<file path="src/rtl/timer_dev_if.sv">
// rtl/timer_dev_if.sv - device bus between the data-memory stage and the countdown timer
interface timer_dev_if;
  logic [31:0] Addr;
  logic        WE;
  logic [31:0] WD;
  logic [31:0] RD;
  logic        IRQ;

  modport master (output Addr, WE, WD, input RD, IRQ);
  modport slave  (input Addr, WE, WD, output RD, IRQ);
endinterface

</file>
<file path="src/rtl/timer_dev.sv">
// rtl/timer_dev.sv - memory-mapped countdown timer (CTRL/PRESET/COUNT) with IRQ to CP0
// Optional TIMER_PRESCALE_EN stores a prescale exponent in CTRL[4+PSC_W-1:4].
module timer_dev #(
  parameter logic [31:0] PRESET_RST = 32'h0000_0000,
  parameter int          PSC_W      = 4
) (
  input  logic       clk,
  input  logic       reset,
  timer_dev_if.slave bus
);

  typedef enum logic [1:0] {IDLE, LOAD, CNT, INT} state_t;

  state_t      state;
  logic        en;
  logic [1:0]  mode;
  logic        im;
  logic [31:0] preset;
  logic [31:0] count;
  logic        irq_flag;
  logic        irq_q;

  logic        ctrl_wr;
  logic        preset_wr;
  logic        auto_reload;
  logic        tick;
  logic        flag_nxt;
  logic        im_nxt;
  logic [31:0] ctrl_rd;

`ifdef TIMER_PRESCALE_EN
  localparam int PC_W = 2 ** PSC_W;
  logic [PSC_W-1:0] psc;
  logic [PC_W-1:0]  pcnt;
  logic [PC_W-1:0]  psc_mask;

  assign psc_mask = ~({PC_W{1'b1}} << psc);
  assign tick     = (pcnt == psc_mask);
  assign ctrl_rd  = {{(28-PSC_W){1'b0}}, psc, im, mode, en};
`else
  assign tick     = 1'b1;
  assign ctrl_rd  = {28'd0, im, mode, en};
`endif

  assign ctrl_wr     = bus.WE && (bus.Addr[3:2] == 2'd0);
  assign preset_wr   = bus.WE && (bus.Addr[3:2] == 2'd1);
  assign auto_reload = (mode == 2'b01);

  // IRQ is registered from the flag's next value so it rises on the same edge as the flag.
  always_comb begin
    flag_nxt = irq_flag;
    if (ctrl_wr)
      flag_nxt = 1'b0;
    else if (state == CNT && en && tick && count <= 32'd1)
      flag_nxt = 1'b1;
    else if (state == INT && auto_reload && en)
      flag_nxt = 1'b0;
    im_nxt = ctrl_wr ? bus.WD[3] : im;
  end

  always_ff @(posedge clk) begin
    if (!reset) begin
      state    <= IDLE;
      en       <= 1'b0;
      mode     <= 2'b00;
      im       <= 1'b0;
      preset   <= PRESET_RST;
      count    <= 32'd0;
      irq_flag <= 1'b0;
      irq_q    <= 1'b0;
`ifdef TIMER_PRESCALE_EN
      psc      <= '0;
      pcnt     <= '0;
`endif
    end else begin
      irq_flag <= flag_nxt;
      irq_q    <= im_nxt & flag_nxt;
      if (preset_wr)
        preset <= bus.WD;

      case (state)
        IDLE: if (en) state <= LOAD;
        LOAD: begin
          count <= preset;
          state <= CNT;
        end
        CNT: begin
          if (!en) begin
            state <= IDLE;
          end else if (tick) begin
            if (count > 32'd1) begin
              count <= count - 32'd1;
            end else begin
              count <= 32'd0;
              state <= INT;
              if (!auto_reload)
                en <= 1'b0;
            end
          end
        end
        INT: state <= (auto_reload && en) ? LOAD : IDLE;
        default: state <= IDLE;
      endcase

`ifdef TIMER_PRESCALE_EN
      // Clearing on every non-counting cycle covers LOAD, exit from CNT and each tick.
      if (state == CNT && en && !tick)
        pcnt <= pcnt + 1'b1;
      else
        pcnt <= '0;
`endif

      // Placed after the FSM so a CPU write overrides the one-shot En clear.
      if (ctrl_wr) begin
        en   <= bus.WD[0];
        mode <= bus.WD[2:1];
        im   <= bus.WD[3];
`ifdef TIMER_PRESCALE_EN
        psc  <= bus.WD[4+PSC_W-1:4];
`endif
      end
    end
  end

  always_comb begin
    case (bus.Addr[3:2])
      2'd0:    bus.RD = ctrl_rd;
      2'd1:    bus.RD = preset;
      2'd2:    bus.RD = count;
      default: bus.RD = 32'd0;
    endcase
  end

  assign bus.IRQ = irq_q;

  logic unused_addr;
  assign unused_addr = &{1'b0, bus.Addr[31:4], bus.Addr[1:0]};

endmodule

</file>
<file path="src/flat_wrapper.sv">
// flat-port wrapper written by rule: the top's interface ports become plain ports
module timer_dev_flat 
#(
  parameter logic [31:0] PRESET_RST = 32'h0000_0000,
  parameter int          PSC_W      = 4
)
  (clk, reset, bus_Addr, bus_WE, bus_WD, bus_RD, bus_IRQ);
  timer_dev_if bus_i ();
  input  logic clk;
  input  logic reset;
  input wire logic [$bits(bus_i.Addr)-1:0] bus_Addr;
  input wire logic [$bits(bus_i.WE)-1:0] bus_WE;
  input wire logic [$bits(bus_i.WD)-1:0] bus_WD;
  output wire logic [$bits(bus_i.RD)-1:0] bus_RD;
  output wire logic [$bits(bus_i.IRQ)-1:0] bus_IRQ;
  assign bus_i.Addr = bus_Addr;
  assign bus_i.WE = bus_WE;
  assign bus_i.WD = bus_WD;
  assign bus_RD = bus_i.RD;
  assign bus_IRQ = bus_i.IRQ;
  timer_dev #(.PRESET_RST(PRESET_RST), .PSC_W(PSC_W)) u_core (.clk(clk), .reset(reset), .bus(bus_i));
endmodule
</file>
<file path="config.mk">
export PLATFORM = sky130hd
export DESIGN_NAME = timer_dev_flat
export DESIGN_NICKNAME = d
export VERILOG_FILES = /design/src/rtl/timer_dev_if.sv /design/src/rtl/timer_dev.sv /design/src/flat_wrapper.sv
export SDC_FILE = /design/constraint.sdc
export NUM_CORES = 1
export LEC_CHECK = 0
export CAP_MARGIN = 20
export CORE_UTILIZATION = 55
export CTS_BUF_LIST = sky130_fd_sc_hd__clkbuf_2 sky130_fd_sc_hd__clkbuf_4 sky130_fd_sc_hd__clkbuf_8
export DETAILED_ROUTE_END_ITERATION = 10
export GPL_TIMING_DRIVEN = 0
export PLACE_DENSITY = 0.88
export SLEW_MARGIN = 20
export SYNTH_ARGS = -nofsm -noshare
export SYNTH_HDL_FRONTEND = slang
export SYNTH_SLANG_ARGS = --single-unit
</file>
<file path="constraint.sdc">
create_clock -name clk -period 8 [get_ports clk]
set_clock_uncertainty 0.15 [all_clocks]
set_input_delay 1.6 -clock clk [delete_from_list [all_inputs] [get_ports clk]]
set_output_delay 1.6 -clock clk [all_outputs]
set_load 0.01 [all_outputs]
</file>
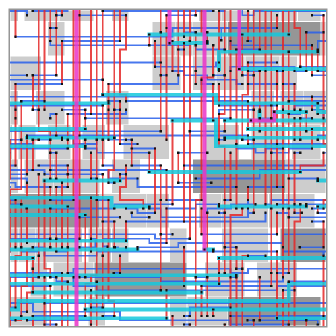
(close-up of the layout)
Region (32, 14) to (57, 39) um. Cells in gray, sequential cells in the stronger gray; small squares are vias.
- red: metal 2
- blue: metal 1
- magenta: metal 4
- cyan: metal 3
- netlist names of flops here include: u_core.count (4), u_core.preset (1)
- sequential cells in the window: 5
- most frequent: a22o_1 (5), nor2_1 (5), dfxtp_1 (5)
- cells with their middle in the window: 50

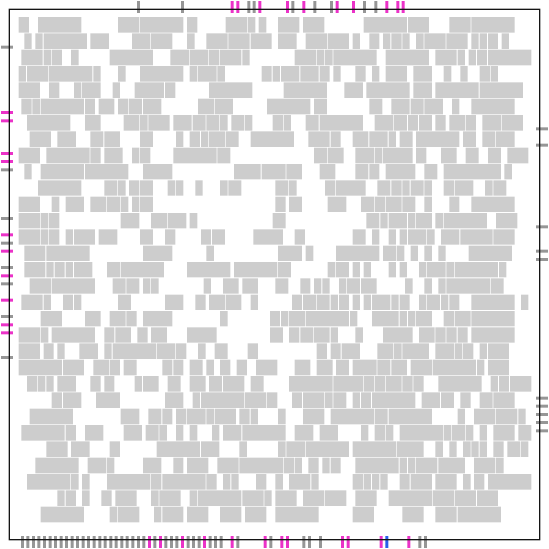
(pin placement)
Drawn at 6 px/um. Pins as bars across the die edge, other pins in gray.
- blue: bus_IRQ (pins 1; direction output; edge bottom)
- magenta: bus_WD (pins 32; direction input; edge 12 bottom, 10 left, 10 top)
chip width: 88.2 um
die y size: 88.2 um

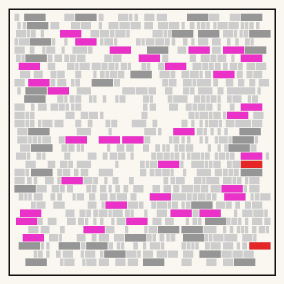
(sequential cells colored by netlist name)
Drawn at 3 px/um.
- red: u_core.mode (sequential cells 2)
- magenta: u_core.count (sequential cells 32; where all over the die)
Sequential cell area: 1440 sq um
Flop+latch power: 0.000373 W
sequential portion of the cell area: 28.6%
final core utilization: 69.9%

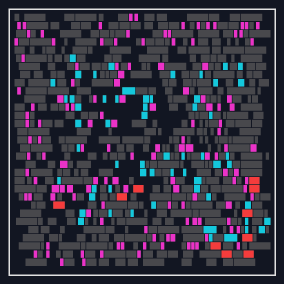
(gate families picked out)
Drawn at 3 px/um.
- cyan: nor cells (cells 59; most used nor2_1)
- red: mux cells (cells 10; most used mux2i_1)
- magenta: nand cells (cells 132; most used nand2_1; where all over the die)
non-filler instance count after layout: 711
most frequent logic cell in the layout: sky130_fd_sc_hd__nand2_1
logic share of the area: 47.7%

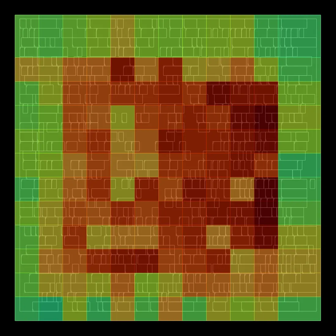
(routing congestion)
met3 track demand over resource: 11.5%
GR peak layer: met2

==> summary.txt <==
The layout was made with Yosys and OpenROAD.

The run finished with clean final reports. The HPWL after detailed placement is 10900 um. Across all layers, the routed design uses 4849 vias. The maximum clock path buffer count is 2. The average detailed-routed wire length per instance is 22.4 um. The cell type with the highest aggregate area in the netlist is sky130_fd_sc_hd__dfxtp_1. Once placement finished, the instance area stood at 4880 sq um. The maximum fanout along the worst path is 10. The count of TritonRoute iterations in the first routing pass is 6. Counting every net in the synthesized netlist gives 601. The master cell of the clock root buffer is sky130_fd_sc_hd__clkbuf_8. The endpoint of the worst hold path is reported as u_core.preset[14]. Once placement completed, the tool counted placed cells totaling 698.

The post-CTS repair timing setup buffer count is 0. The final timing report lists a max-slew violation count of 0. The critical setup path kind is input port to output pin. The data arrival time of the critical path is 4.47 ns. The post-synth design cell area is 4080 sq um. The endpoint of the worst-slack reg-to-reg timing path is u_core.count[23]. The core utilization at floorplan is 56.6%.

The portion of synthesized cell area occupied by the leading cell type is 35.3%. The worst setup path is captured at an output pin. Setup repair after global routing left no endpoint under its margin. The repair_antennas step left the layout with diodes totalling 0. The clock drives 72 sinks.

The end of the critical path is bus_RD[25]. The post-route cell area is 5050 sq um. The report puts the cell count of the worst reg-to-reg path at 7.

The summed standard-cell area reported by yosys is 4080 sq um. After filler insertion, the fill cell instance count of the layout stands at 627. The worst min-delay path startpoint is u_core.preset[14].

For reference, the top cells by area after synthesis are sky130_fd_sc_hd__dfxtp_1 35%, sky130_fd_sc_hd__nand2_1 8.6%, sky130_fd_sc_hd__a21oi_1 6.1%. The floorplan has 31 rows. The final-stage net count is 679.

The peak ir drop on the vdd network is 0.0000977 V. The I/O pin count is 100. The ratio of total power to cell area is 152 nW/um^2. STA classifies the critical path startpoint as an input port. The report lists the number of cells resized after CTS as 0. The post-detailed-route count of antenna-violating nets is 0.

The insertion delay to the later sink of the worst-skew pair is 0.35 ns. The actual transition at the worst max-transition pin is 1.02 ns. The number of global-route vias before repair is 4434.

The clock tree from TritonCTS is built. The global placement routability congestion is 0.978. Tracing the worst setup path back leads to its startpoint at bus_Addr[2]. The floorplan die area is 7770 sq um.

The fraction of the yosys area taken by sequential cells is 35.3%. In the final report, the number of endpoints failing setup comes to 0. The remaining routing DRC violations is 0. The area growth from synthesis to layout is 23.6%. The H-tree was split into 3 levels. The global-route usage over all layers is 41.6%. Across all setup checks in the final design, the least slack found is 1.78 ns.

The minimum hold slack is 0.318 ns. The time the final worst path needs with I/O delays and setup is 6.22 ns. The first global-routing pass estimated 23800 um of wire. The total of hold buffers inserted after clock tree synthesis is 0. The leakage power total is 1.74 nW. The number of maximum-capacitance violations recorded for the run is 0. Using the TritonRoute via totals, the vias-per-cell ratio works out to 6.82.

The worst flop-to-flop path startpoint is u_core.count[2]. The final hold violation count recorded for this run is 0. The post-route netlist has 4.58% of its cells at a drive strength greater than 1.

Summed over all failing endpoints, the final setup total negative slack is 0 ns. The count of input and output buffers is 67. After synthesis, the design contains 532 cells according to Yosys. During synthesis, Yosys emitted a total of 0 warnings. For flop-to-flop paths, the worst setup slack is 4.98 ns.

The number of warnings reported in the stage logs is 57. The largest net degree at the start of global routing is 11. The post-synthesis cell type count is 56. The design draws 0.000767 W.

Counting instances in the post-synthesis netlist gives the leading cell types as 94 x sky130_fd_sc_hd__nand2_1, 72 x sky130_fd_sc_hd__dfxtp_1, 50 x sky130_fd_sc_hd__a21oi_1. The final routed wirelength across all metal layers is 15900 um. Per the cell usage report, the commonest logic cells after layout are 94 x sky130_fd_sc_hd__nand2_1, 72 x sky130_fd_sc_hd__dfxtp_1, 67 x sky130_fd_sc_hd__clkdlybuf4s50_1, 50 x sky130_fd_sc_hd__a21oi_1, 47 x sky130_fd_sc_hd__clkbuf_1. The minimum setup slack after placement is 1.95 ns. For the worst setup path, the data required time is 6.25 ns. The most used flip-flop cell after synthesis is sky130_fd_sc_hd__dfxtp_1.
==> cell type report <==
class | count | area, sq um | share of cell area [%]
repair buffers | 67 | 671 | 13.3
clock inverters | 1 | 5.00 | 0.0992
inverters | 8 | 30.0 | 0.595
flip-flops and latches | 72 | 1440 | 28.6
clock buffers | 12 | 159 | 3.15
multi-input cells | 399 | 2410 | 47.7
well taps | 99 | 124 | 2.45
plain buffers | 53 | 210 | 4.17
==> state kept, by name, summed over array words and instances (netlist names) <==
name / cells
u_core.irq_flag: 1
u_core.im: 1
u_core.mode: 2
u_core.en: 1
u_core.count: 32
u_core.preset: 32
u_core.state: 2
u_core.bus.IRQ: 1
==> where the power goes <==
group / switching [W] / internal (W)
Sequential: 0.00000751 / 0.000366
Clock: 0.000136 / 0.000128
Combinational: 0.0000842 / 0.0000467
==> layer usage <==
layer / track usage [%] / wire length, um / up-vias
met3: 11.5 / 2090 / 84
met5: 0 / 0 / -
met1: 55.8 / 6270 / 2200
li1: - / - / 2152
met2: 59.6 / 6820 / 413
met4: 24.6 / 749 / 0
==> critical path, stage by stage <==
cell,delay [ns]
sky130_fd_sc_hd__clkdlybuf4s50_1,0.53
sky130_fd_sc_hd__nor2b_1,0.15
sky130_fd_sc_hd__clkbuf_1,0.64
sky130_fd_sc_hd__buf_1,0.73
sky130_fd_sc_hd__a22o_1,0.28
sky130_fd_sc_hd__clkdlybuf4s50_1,0.54
==> cells by family (layout without fill, tap and decap cells) <==
logic type               count (synthesis)  count (layout)  share of synthesized area (%)
AND/OR/NAND/NOR                        217             217                           26.3
AND-OR/OR-AND                          170             170                           29.4
flip-flops                              72              72                           35.3
buffers and inverters                   61             141                           5.88
multiplexers                            10              10                           2.48
adder cells (fa/ha/maj)                  2               2                          0.613
No activity file was given, so power comes from the tool's default toggle rates.
